$ cat config.mk
export PLATFORM = sky130hd
export DESIGN_NAME = alu_mc_controller
export DESIGN_NICKNAME = d
export VERILOG_FILES = /design/src/rtl/alu_mc_controller.sv
export SDC_FILE = /design/constraint.sdc
export NUM_CORES = 1
export LEC_CHECK = 0
export CELL_PAD_IN_SITES_DETAIL_PLACEMENT = 1
export CELL_PAD_IN_SITES_GLOBAL_PLACEMENT = 2
export CORE_ASPECT_RATIO = 0.75
export CORE_MARGIN = 8
export CORE_UTILIZATION = 29
export DETAILED_ROUTE_END_ITERATION = 12
export GPL_TIMING_DRIVEN = 1
export PLACE_DENSITY = 0.93
export SKIP_CTS_REPAIR_TIMING = 1
export SYNTH_ARGS = -nofsm -noshare
export SYNTH_HDL_FRONTEND = slang
export SYNTH_SLANG_ARGS = --single-unit
export TNS_END_PERCENT = 10
$ cat constraint.sdc
create_clock -name clk -period 3.8 [get_ports clk]
set_input_delay 0.76 -clock clk [delete_from_list [all_inputs] [get_ports clk]]
set_output_delay 0.76 -clock clk [all_outputs]
set_load 0.005 [all_outputs]
$ cat src/rtl/alu_mc_controller.sv
// Multicycle control FSM for the 16-bit simplified MIPS datapath.
// Sequences fetch/decode/execute/memory/writeback and drives the ALU op each cycle.
module alu_mc_controller #(
    parameter int PC_INC = 2,
    parameter int CNT_W  = 16
) (
    input  logic             clk,
    input  logic             rst_n,
    input  logic [3:0]       opcode,
    input  logic [2:0]       funct,
    input  logic             zero,
    input  logic             mem_ready,
    output logic [3:0]       ALUControl,
    output logic             ALUSrcA,
    output logic [1:0]       ALUSrcB,
    output logic             IorD,
    output logic             MemRead,
    output logic             MemWrite,
    output logic             IRWrite,
    output logic             PCWrite,
    output logic [1:0]       PCSource,
    output logic             RegDst,
    output logic             RegWrite,
    output logic             MemtoReg,
    output logic             illegal,
    output logic [3:0]       state,
    output logic [CNT_W-1:0] retired
);

    typedef enum logic [3:0] {
        S_FETCH    = 4'd0,
        S_DECODE   = 4'd1,
        S_EXEC_R   = 4'd2,
        S_R_WB     = 4'd3,
        S_EXEC_I   = 4'd4,
        S_I_WB     = 4'd5,
        S_MEM_ADDR = 4'd6,
        S_MEM_RD   = 4'd7,
        S_MEM_WB   = 4'd8,
        S_MEM_WR   = 4'd9,
        S_BRANCH   = 4'd10,
        S_JUMP     = 4'd11,
        S_TRAP     = 4'd15
    } state_t;

    localparam logic [3:0] OP_R    = 4'b0000;
    localparam logic [3:0] OP_ADDI = 4'b0100;
    localparam logic [3:0] OP_LW   = 4'b0101;
    localparam logic [3:0] OP_SW   = 4'b0110;
    localparam logic [3:0] OP_BEQ  = 4'b1000;
    localparam logic [3:0] OP_BNE  = 4'b1001;
    localparam logic [3:0] OP_J    = 4'b0010;

    localparam logic [3:0] ALU_AND  = 4'b0000;
    localparam logic [3:0] ALU_OR   = 4'b0001;
    localparam logic [3:0] ALU_ADD  = 4'b0010;
    localparam logic [3:0] ALU_SUB  = 4'b0110;
    localparam logic [3:0] ALU_SLT  = 4'b0111;
    localparam logic [3:0] ALU_NOR  = 4'b1100;
    localparam logic [3:0] ALU_NAND = 4'b1101;

    // ALUSrcB code that presents the PC_INC constant to the ALU during fetch.
    localparam logic [1:0] SRCB_INC = (PC_INC > 0) ? 2'b01 : 2'b00;

    state_t           r_state;
    state_t           w_next;
    logic [3:0]       r_op;
    logic [2:0]       r_funct;
    logic             r_illegal;
    logic [CNT_W-1:0] r_retired;

    logic [3:0] w_rAlu;
    logic [3:0] w_aluCtl;
    logic       w_srcA;
    logic [1:0] w_srcB;
    logic       w_iorD;
    logic       w_memRead;
    logic       w_memWrite;
    logic       w_irWrite;
    logic       w_pcWrite;
    logic [1:0] w_pcSource;
    logic       w_regDst;
    logic       w_regWrite;
    logic       w_memtoReg;
    logic       w_retire;

    always_comb begin
        w_rAlu = ALU_AND;
        case (r_funct)
            3'b000:  w_rAlu = ALU_AND;
            3'b001:  w_rAlu = ALU_OR;
            3'b010:  w_rAlu = ALU_ADD;
            3'b011:  w_rAlu = ALU_SUB;
            3'b100:  w_rAlu = ALU_SLT;
            3'b101:  w_rAlu = ALU_NOR;
            3'b110:  w_rAlu = ALU_NAND;
            default: w_rAlu = ALU_AND;
        endcase
    end

    always_ff @(posedge clk or negedge rst_n) begin
        if (!rst_n) begin
            r_state <= S_FETCH;
        end else begin
            r_state <= w_next;
        end
    end

    always_comb begin
        w_next     = r_state;
        w_aluCtl   = ALU_AND;
        w_srcA     = 1'b0;
        w_srcB     = 2'b00;
        w_iorD     = 1'b0;
        w_memRead  = 1'b0;
        w_memWrite = 1'b0;
        w_irWrite  = 1'b0;
        w_pcWrite  = 1'b0;
        w_pcSource = 2'b00;
        w_regDst   = 1'b0;
        w_regWrite = 1'b0;
        w_memtoReg = 1'b0;
        w_retire   = 1'b0;
        case (r_state)
            S_FETCH: begin
                w_memRead = 1'b1;
                w_srcB    = SRCB_INC;
                w_aluCtl  = ALU_ADD;
                if (mem_ready) begin
                    w_irWrite = 1'b1;
                    w_pcWrite = 1'b1;
                    w_next    = S_DECODE;
                end
            end
            S_DECODE: begin
                w_srcB   = 2'b11;
                w_aluCtl = ALU_ADD;
                case (opcode)
                    OP_R:          w_next = (funct == 3'b111) ? S_TRAP : S_EXEC_R;
                    OP_ADDI:       w_next = S_EXEC_I;
                    OP_LW, OP_SW:  w_next = S_MEM_ADDR;
                    OP_BEQ, OP_BNE: w_next = S_BRANCH;
                    OP_J:          w_next = S_JUMP;
                    default:       w_next = S_TRAP;
                endcase
            end
            S_EXEC_R: begin
                w_srcA   = 1'b1;
                w_aluCtl = w_rAlu;
                w_next   = S_R_WB;
            end
            S_R_WB: begin
                w_regDst   = 1'b1;
                w_regWrite = 1'b1;
                w_retire   = 1'b1;
                w_next     = S_FETCH;
            end
            S_EXEC_I: begin
                w_srcA   = 1'b1;
                w_srcB   = 2'b10;
                w_aluCtl = ALU_ADD;
                w_next   = S_I_WB;
            end
            S_I_WB: begin
                w_regWrite = 1'b1;
                w_retire   = 1'b1;
                w_next     = S_FETCH;
            end
            S_MEM_ADDR: begin
                w_srcA   = 1'b1;
                w_srcB   = 2'b10;
                w_aluCtl = ALU_ADD;
                w_next   = (r_op == OP_LW) ? S_MEM_RD : S_MEM_WR;
            end
            S_MEM_RD: begin
                w_iorD    = 1'b1;
                w_memRead = 1'b1;
                if (mem_ready) begin
                    w_next = S_MEM_WB;
                end
            end
            S_MEM_WB: begin
                w_regWrite = 1'b1;
                w_memtoReg = 1'b1;
                w_retire   = 1'b1;
                w_next     = S_FETCH;
            end
            S_MEM_WR: begin
                w_iorD     = 1'b1;
                w_memWrite = 1'b1;
                if (mem_ready) begin
                    w_retire = 1'b1;
                    w_next   = S_FETCH;
                end
            end
            S_BRANCH: begin
                w_srcA     = 1'b1;
                w_aluCtl   = ALU_SUB;
                w_pcSource = 2'b01;
                w_pcWrite  = (r_op == OP_BEQ) ? zero : ~zero;
                w_retire   = 1'b1;
                w_next     = S_FETCH;
            end
            S_JUMP: begin
                w_pcSource = 2'b10;
                w_pcWrite  = 1'b1;
                w_retire   = 1'b1;
                w_next     = S_FETCH;
            end
            S_TRAP: begin
                w_next = S_TRAP;
            end
            default: begin
                w_next = S_FETCH;
            end
        endcase
    end

    // Later states work from the instruction fields captured in DECODE.
    always_ff @(posedge clk or negedge rst_n) begin
        if (!rst_n) begin
            r_op      <= 4'b0000;
            r_funct   <= 3'b000;
            r_illegal <= 1'b0;
            r_retired <= '0;
        end else begin
            if (r_state == S_DECODE) begin
                r_op    <= opcode;
                r_funct <= funct;
            end
            if (w_next == S_TRAP) begin
                r_illegal <= 1'b1;
            end
            if (w_retire) begin
                r_retired <= r_retired + CNT_W'(1);
            end
        end
    end

    assign ALUControl = rst_n ? w_aluCtl   : 4'b0000;
    assign ALUSrcA    = rst_n ? w_srcA     : 1'b0;
    assign ALUSrcB    = rst_n ? w_srcB     : 2'b00;
    assign IorD       = rst_n ? w_iorD     : 1'b0;
    assign MemRead    = rst_n ? w_memRead  : 1'b0;
    assign MemWrite   = rst_n ? w_memWrite : 1'b0;
    assign IRWrite    = rst_n ? w_irWrite  : 1'b0;
    assign PCWrite    = rst_n ? w_pcWrite  : 1'b0;
    assign PCSource   = rst_n ? w_pcSource : 2'b00;
    assign RegDst     = rst_n ? w_regDst   : 1'b0;
    assign RegWrite   = rst_n ? w_regWrite : 1'b0;
    assign MemtoReg   = rst_n ? w_memtoReg : 1'b0;
    assign illegal    = r_illegal;
    assign state      = r_state;
    assign retired    = r_retired;

endmodule

==> deck_impl_summary.md <==
Synthesis and Place & Route Summary

Logic synthesis
  – Syn avg cell area: 8.851 um2
  – Yosys stat cell total: 190
  – Top_reg_cell synth: dfrtp_1
  – Seq/Total Area, Yosys: 0.4167
  – Top cells by area: dfrtp_1, xor2_1, nor2_1, nand2_1, mux2_2
  – Syn_nets: 202
  – Synthesized cell area: 1682 um2
  – Ys async rst share: 1.000
  – Synth area leader: dfrtp_1
  – Synthesis Warnings: 0
  – Post-synth EDFFs: 0
  – Top cell type's share of synthesized area: 0.4167
  – Yosys chip area: 1682 um2
  – Gate Count Post-Synth: 190
  – Yosys reg bits: 28

Final layout
  – Area Overhead vs Synth: 37.57%
  – Layout fillers: 673
  – Antenna cells: 0
  – Seq. cell area: 700.7 um2
  – Most frequent cells in the layout: clkdlybuf4s50_1, dfrtp_1, nor2_1
  – Final #Nets: 250
  – Logic area: 910.9 um2

Setup path
  – Crit-path cells: clkdlybuf4s50_1, buf_4, nand2_1, nor3_1, clkdlybuf4s50_1
  – Setup crit start: rst_n
  – Slowest stage cell on the critical path: clkdlybuf4s50_1
  – Cell mode on critical path: clkdlybuf4s50_1
  – Reg2Reg Setup Slack: 1.70 ns
  – Setup crit end: ALUSrcB[0]
  – Required @ worst endpoint: 3.04 ns
  – Crit path kind: input port to output pin
  – CP Max Fanout: 29
  – RR Startpoint: state[2]
  – Max stage delay on crit path: 0.54 ns
  – R2R depth: 6
  – Startpoint types: input port
  – Family with the most delay on the worst path: buffers and inverters
  – CP arrival: 2.51 ns

STA
  – RSZ-0062 raised after global routing: no
  – Final worst setup slack: 0.5321 ns
  – Relative slew slack: 0.5530
  – WHS: 0.4748 ns
  – Fmax: 0.3060 GHz
  – Hold Vio Cnt, Final: 0
  – Sum of negative setup slack: 0 ns
  – Setup violations, final: 0
  – Final worst path period need: 3.268 ns
  – Max-slew violation count: 0

CTS
  – TritonCTS clock tree: built
  – Total CTS buffers: 3
  – Clock Path Buffers: 2
  – Clock-pin slew on the worst setup and hold paths: 0.09 ns
  – Htree depth: 1

Global routing
  – Vias in the first global route: 1,635
  – Grt ovf: 0
  – Initial antenna violation count: 0
  – Pin count of the biggest net entering global routing: 30

Routing
  – Post-DRT Antenna Nets: 0
  – DR iter-0 viols: 36
  – TritonRoute pass-1 iters: 4
  – # DRC: 0
  – DR vias/cell: 4.924

Die
  – Die area: 8517 um2
  – Boundary Pins: 49
  – FP Core Util: 0.2947

Power and ir drop
  – P_leak: 0.8484 nW
  – PD cells: 664.9 nW/um2

Place
  – Final Wtd Congestion: 0.7457
  – Post-DP HPWL: 3785 um
  – PortBufs: 48
  – Dpl cells: 311
  – Worst slack, placed: 0.4772 ns

Hold path
  – Worst Hold Class: flop to flop
  – Hold wc startpoint: illegal

Status
  – Outcome: complete, no violations

Flow run
  – Tool Warnings: 26
  – Max-Cap Viols: 0
## synthesized netlist by cell type (all sizes together) (2+ instances only)
cell type  count
dfrtp         28
nor2          27
nand2         22
nor3          12
xor2          12
inv            8
nand3          8
mux2           7
xnor2          7
nand2b         6
o21ai          6
a21oi          5
buf            5
nand4          5
clkbuf         3
a21o           2
a31oi          2
mux2i          2
nor2b          2
nor3b          2
nor4b          2
o22ai          2
## power by group
part	total [mW]	switching (mW)	internal [mW]	leakage, nW
sequential	0.562	0.161	0.401	0.320
clock	0.235	0.0944	0.141	0.0357
combinational	0.741	0.340	0.401	0.492
## per-stage QoR
stage,total power [mW],instance area (um2)
floorplan,0.9738,1682
global placement,1.300,2242
detailed placement,1.323,2242
CTS,1.558,2313
global route,1.661,2313
finish,1.538,2313
## worst min-delay path by stage
| stage | end | cells after the start |
|---|---|---|
| floorplan | illegal | 0 |
| global placement | illegal | 1 |
| detailed placement | illegal | 1 |
| CTS | illegal | 1 |
| global route | retired[15] | 1 |
| finish | illegal | 1 |
## state kept, by name, indices dropped and copies added, names as in the netlist
| name | cells |
|---|---|
| r_op | 4 |
| illegal | 1 |
| state | 4 |
| retired | 16 |
| r_funct | 3 |
## kinds of logic (layout without fill, tap and decap cells)
logic type / after synthesis / in the layout / share of synthesized area
buffers and inverters: 16 / 63 / 0.04167
adder cells (fa/ha/maj): 1 / 1 / 0.007439
AND/OR/NAND/NOR: 91 / 91 / 0.2738
flip-flops: 28 / 28 / 0.4167
AND-OR/OR-AND: 26 / 26 / 0.1027
XOR/XNOR: 19 / 19 / 0.09896
multiplexers: 9 / 9 / 0.05878
## metal layers
metal	wire, um	vias to the layer above	GRT usage
li1	-	756	-
met1	2344	767	0.1456
met2	2269	24	0.1941
met3	131	4	0.02194
met4	40	0	0.02158
met5	0	-	0
## final cells by class
| type | count | share of cell area |
|---|---|---|
| multi-input cells | 146 | 0.3937 |
| flip-flops and latches | 28 | 0.3029 |
| repair buffers | 51 | 0.2174 |
| well taps | 78 | 0.04218 |
| clock buffers | 3 | 0.01785 |
| clock inverters | 1 | 0.01298 |
| inverters | 8 | 0.01298 |
## worst reg2reg max path, delay by kind of cell, from the launching register on
kind / cells / cell delay, ns
AND/OR/NAND/NOR: 3 / 0.65
flip-flops: 1 / 0.79
AND-OR/OR-AND: 2 / 0.36
buffers and inverters: 1 / 0.21
**Signal wires by layer**

The bar under the picture is 20 um long. Two of the layers only.
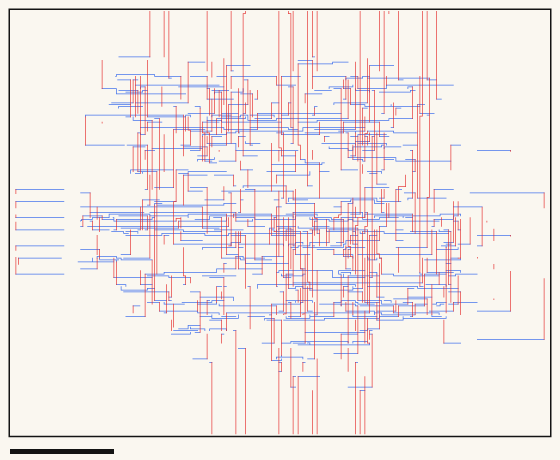
blue -> met1  # wire length 2,340 um
red -> met2  # wire length 2,270 um
wire per inst: 15.19 um
routed wire length: 4786 um
DR vias: 1,551
Global Route Usage Sum: 0.1125

**Cells colored by class**

The bar under the picture is 20 um long.
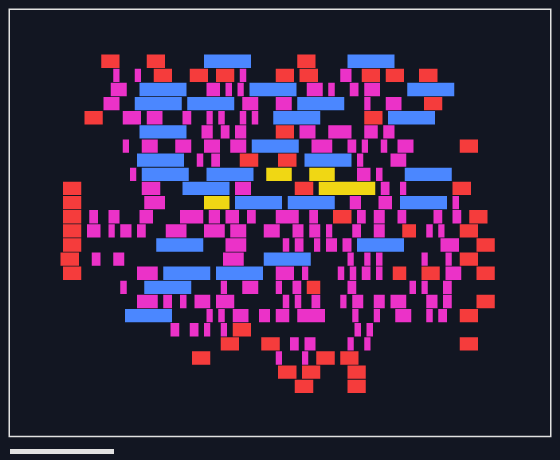
red -> other buffers and delay cells  # cells 51
magenta -> all other logic  # cells 154
yellow -> clock drivers and dummy loads  # cells 4
blue -> flip-flops  # cells 28
Seq/total area: 0.3029
final instance area: 2313 um2
Rows: 24
final core occ: 0.4055
core area: 5705 um2

**Power grid**

The bar under the picture is 20 um long. Pins as bars on the die edge. Tap cells in gray.
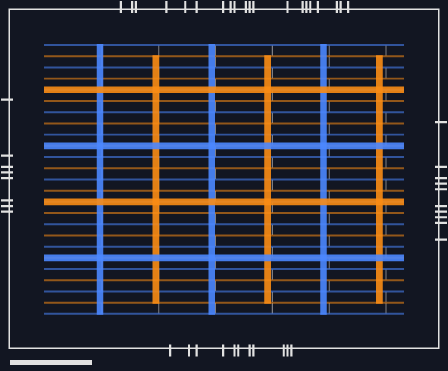
blue -> VSS
orange -> VDD
signal pins = 49
met5 straps = 4
tap cells = 78
die height: 81.95 um
Peak VDD IR: 0.0002253 V
DIE WIDTH: 103.9 um

**Clock wires, drivers and flops**

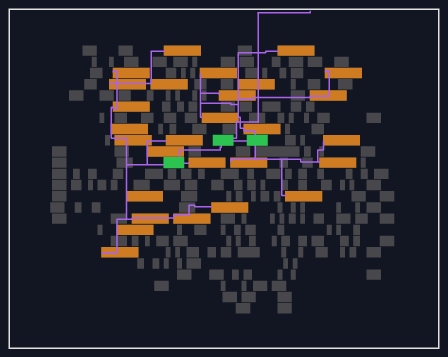
orange -> flip-flops  # count 28
purple -> clock wires  # length 346 um
green -> cells driving clock nets  # count 3
routed clock nets = 4
Worst Skew: 0.004666 ns
Clock power frac: 0.153

**Cell outlines without signal wires**

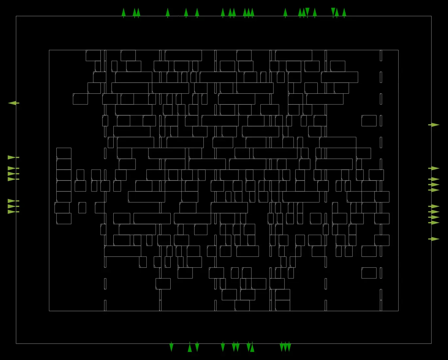
registers: 28
final std cells w/o fill: 315

Power figures rest on the tool's default switching activity, not on a simulated workload.
